## src/rtl/wb_arb2.sv

```systemverilog
`default_nettype none
// ============================================================================
// Module   : wb_arb2
// Brief    : Two-master Wishbone arbiter sharing one slave port. Round-robin
//            grant held for the whole cyc, watchdog forces err on stalls.
// Revision : 1.0 - initial release
// ============================================================================
module wb_arb2 #(
    parameter int adr_width = 32,
    parameter int timeout   = 255
) (
    input  logic                 clk,
    input  logic                 reset_n,
    // master 0
    input  logic [adr_width-1:0] m0_adr_i,
    input  logic [31:0]          m0_dat_i,
    input  logic [3:0]           m0_sel_i,
    input  logic                 m0_we_i,
    input  logic                 m0_cyc_i,
    input  logic                 m0_stb_i,
    output logic [31:0]          m0_dat_o,
    output logic                 m0_ack_o,
    output logic                 m0_err_o,
    // master 1
    input  logic [adr_width-1:0] m1_adr_i,
    input  logic [31:0]          m1_dat_i,
    input  logic [3:0]           m1_sel_i,
    input  logic                 m1_we_i,
    input  logic                 m1_cyc_i,
    input  logic                 m1_stb_i,
    output logic [31:0]          m1_dat_o,
    output logic                 m1_ack_o,
    output logic                 m1_err_o,
    // slave
    output logic [adr_width-1:0] s_adr_o,
    output logic [31:0]          s_dat_o,
    output logic [3:0]           s_sel_o,
    output logic                 s_we_o,
    output logic                 s_cyc_o,
    output logic                 s_stb_o,
    input  logic [31:0]          s_dat_i,
    input  logic                 s_ack_i,
    input  logic                 s_err_i,
    // current owner, one-hot
    output logic [1:0]           grant
);

    // State encoding doubles as the one-hot grant vector.
    localparam logic [1:0]  c_IDLE    = 2'b00;
    localparam logic [1:0]  c_OWN0    = 2'b01;
    localparam logic [1:0]  c_OWN1    = 2'b10;
    localparam bit          c_WD_EN   = (timeout != 0);
    localparam logic [15:0] c_WD_LAST = 16'(timeout - 1);

    logic [1:0]  r_state;
    logic [1:0]  w_state_nxt;
    logic        r_last;
    logic [15:0] r_cnt;
    logic        w_own0;
    logic        w_own1;
    logic        w_stall;
    logic        w_wd_fire;

    assign w_own0    = (r_state == c_OWN0);
    assign w_own1    = (r_state == c_OWN1);
    assign w_stall   = s_stb_o & ~s_ack_i & ~s_err_i;
    assign w_wd_fire = c_WD_EN && w_stall && (r_cnt == c_WD_LAST);
    assign grant     = r_state;
    assign m0_dat_o  = s_dat_i;
    assign m1_dat_o  = s_dat_i;

    // State register and last-granted flag; reset makes master 0 win first tie.
    always_ff @(posedge clk or negedge reset_n) begin
        if (!reset_n) begin
            r_state <= c_IDLE;
            r_last  <= 1'b1;
        end else begin
            r_state <= w_state_nxt;
            if (w_state_nxt == c_OWN0) r_last <= 1'b0;
            if (w_state_nxt == c_OWN1) r_last <= 1'b1;
        end
    end

    // Next-state: round-robin from IDLE, hold while owner keeps cyc, direct handover.
    always_comb begin
        w_state_nxt = r_state;
        case (r_state)
            c_IDLE: begin
                if (m0_cyc_i && m1_cyc_i) w_state_nxt = r_last ? c_OWN0 : c_OWN1;
                else if (m0_cyc_i)        w_state_nxt = c_OWN0;
                else if (m1_cyc_i)        w_state_nxt = c_OWN1;
            end
            c_OWN0: begin
                if (!m0_cyc_i) w_state_nxt = m1_cyc_i ? c_OWN1 : c_IDLE;
            end
            c_OWN1: begin
                if (!m1_cyc_i) w_state_nxt = m0_cyc_i ? c_OWN0 : c_IDLE;
            end
            default: w_state_nxt = c_IDLE;
        endcase
    end

    // Outputs: slave request mux and response routing to the owner only.
    always_comb begin
        s_adr_o  = '0;
        s_dat_o  = '0;
        s_sel_o  = '0;
        s_we_o   = 1'b0;
        s_cyc_o  = 1'b0;
        s_stb_o  = 1'b0;
        m0_ack_o = 1'b0;
        m0_err_o = 1'b0;
        m1_ack_o = 1'b0;
        m1_err_o = 1'b0;
        if (w_own0) begin
            s_adr_o  = m0_adr_i;
            s_dat_o  = m0_dat_i;
            s_sel_o  = m0_sel_i;
            s_we_o   = m0_we_i;
            s_cyc_o  = m0_cyc_i;
            s_stb_o  = m0_stb_i;
            m0_ack_o = s_ack_i & m0_stb_i;
            m0_err_o = (s_err_i & m0_stb_i) | w_wd_fire;
        end else if (w_own1) begin
            s_adr_o  = m1_adr_i;
            s_dat_o  = m1_dat_i;
            s_sel_o  = m1_sel_i;
            s_we_o   = m1_we_i;
            s_cyc_o  = m1_cyc_i;
            s_stb_o  = m1_stb_i;
            m1_ack_o = s_ack_i & m1_stb_i;
            m1_err_o = (s_err_i & m1_stb_i) | w_wd_fire;
        end
    end

    // Watchdog: counts consecutive stalled strobe cycles, restarts on any response,
    // idle strobe, ownership change or its own firing.
    always_ff @(posedge clk or negedge reset_n) begin
        if (!reset_n) begin
            r_cnt <= '0;
        end else if (!c_WD_EN || (w_state_nxt != r_state) || !w_stall || w_wd_fire) begin
            r_cnt <= '0;
        end else begin
            r_cnt <= r_cnt + 16'd1;
        end
    end

endmodule
`default_nettype wire
```

## config.mk

```make
export PLATFORM = sky130hd
export DESIGN_NAME = wb_arb2
export DESIGN_NICKNAME = d
export VERILOG_FILES = /design/src/rtl/wb_arb2.sv
export SDC_FILE = /design/constraint.sdc
export NUM_CORES = 1
export LEC_CHECK = 0
export CORE_AREA = 2 2 123 125
export DETAILED_ROUTE_END_ITERATION = 10
export DIE_AREA = 0 0 125 127
export PLACE_DENSITY = 0.62
export SLEW_MARGIN = 10
export SYNTH_ARGS = -nofsm -noshare
export SYNTH_HDL_FRONTEND = slang
export SYNTH_SLANG_ARGS = --single-unit
export TNS_END_PERCENT = 50
```

## constraint.sdc

```tcl
create_clock -name clk -period 1.6 [get_ports clk]
set_input_delay 0.16 -clock clk [delete_from_list [all_inputs] [get_ports clk]]
set_output_delay 0.16 -clock clk [all_outputs]
set_load 0.05 [all_outputs]
```

Run 1, track usage over the die:
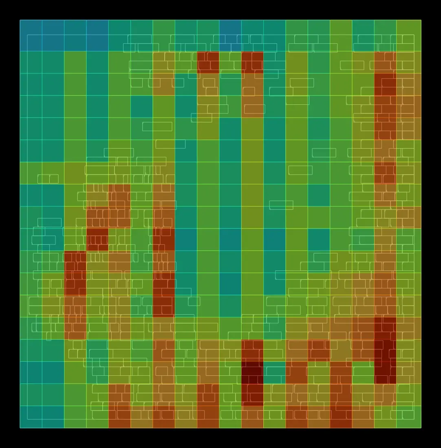
global routing usage on met2: 30.72%
GR Util met1: 18.15%

Run 1, M3 wires:
The bar under the picture is 50 um long. Cells faint in the background.
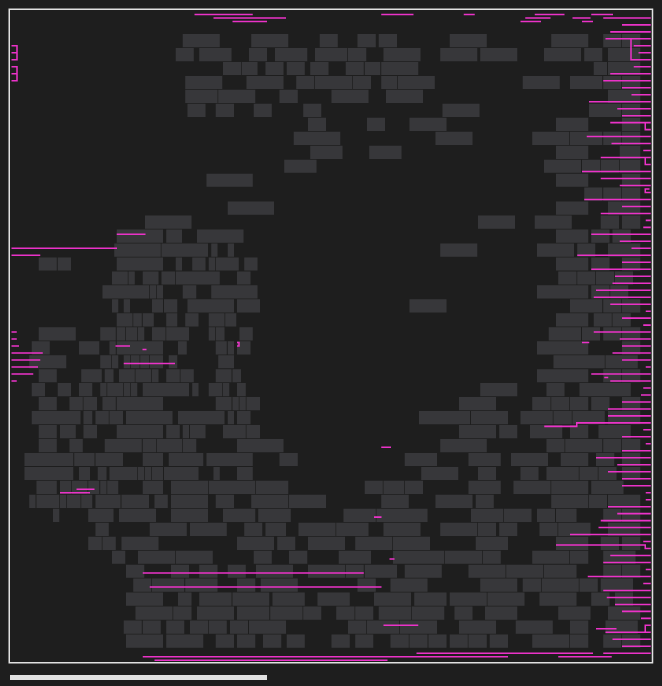
The wires run mostly horizontal. The layer carries 1020 um of wire. The layer holds 7.2% of the routed length.
Vias: 2866
GR Util met3: 4.271%

==> impl_metrics.toml <==
# synthesis and place-and-route metrics
[global_routing]
antenna_found_initial = 1
grt_max_degree = 20

[sta]
finalClockPeriodUsage_pct = 137.4
fin_crit_ns = 2.198
setup_viol = 91
setup_slack_ns = -0.5984

[cells_and_area]
n_antenna_cell = 1
buf_share_pct = 59.54
seq_share_pct = 7.382
drive_gt1_share_pct = 49.36
num-fill-cells = 1271
largest-register = "r_cnt"

[run]
tool_warnings = 30

[synth]
yosys-top-cells-count = "a22o_1, buf_4, nor2_1"
logic_family = "AND-OR/OR-AND gates"
synth_area_per_cell_um2 = 8.489
ys_sh_aoi_pct = 30.05
ys_seq_share_pct = 21.60

[critical_path]
cp-startpoint = "r_cnt[0]$_DFF_PN0_"
crit_required_ns = 1.44
r2r_slack_ns = -0.09

[placed_design]
pre_cts_slack_ns = -0.4294

[power]
top_power_group = "combinational cells"
seqPwrFrac_pct = 7.7

[route]
drtIter0Drc = 53

[worst_hold_path]
hold_class = "input pin to async pin"

[clock_tree]
insertion_delay_ns = 0.25
hold_buffers = 0

[outcome]
violations = "setup timing"
status = "complete, but fails checks"
Run 1, metal layers overlaid:
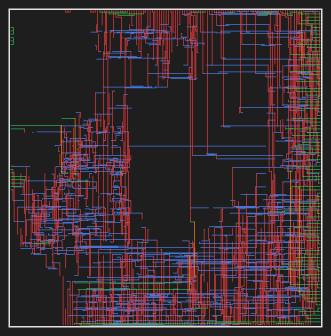
Key: M1 = blue [wire length 5070 um]; M2 = red [wire length 7830 um]; M4 = orange [wire length 190 um]; M3 = green [wire length 1020 um]

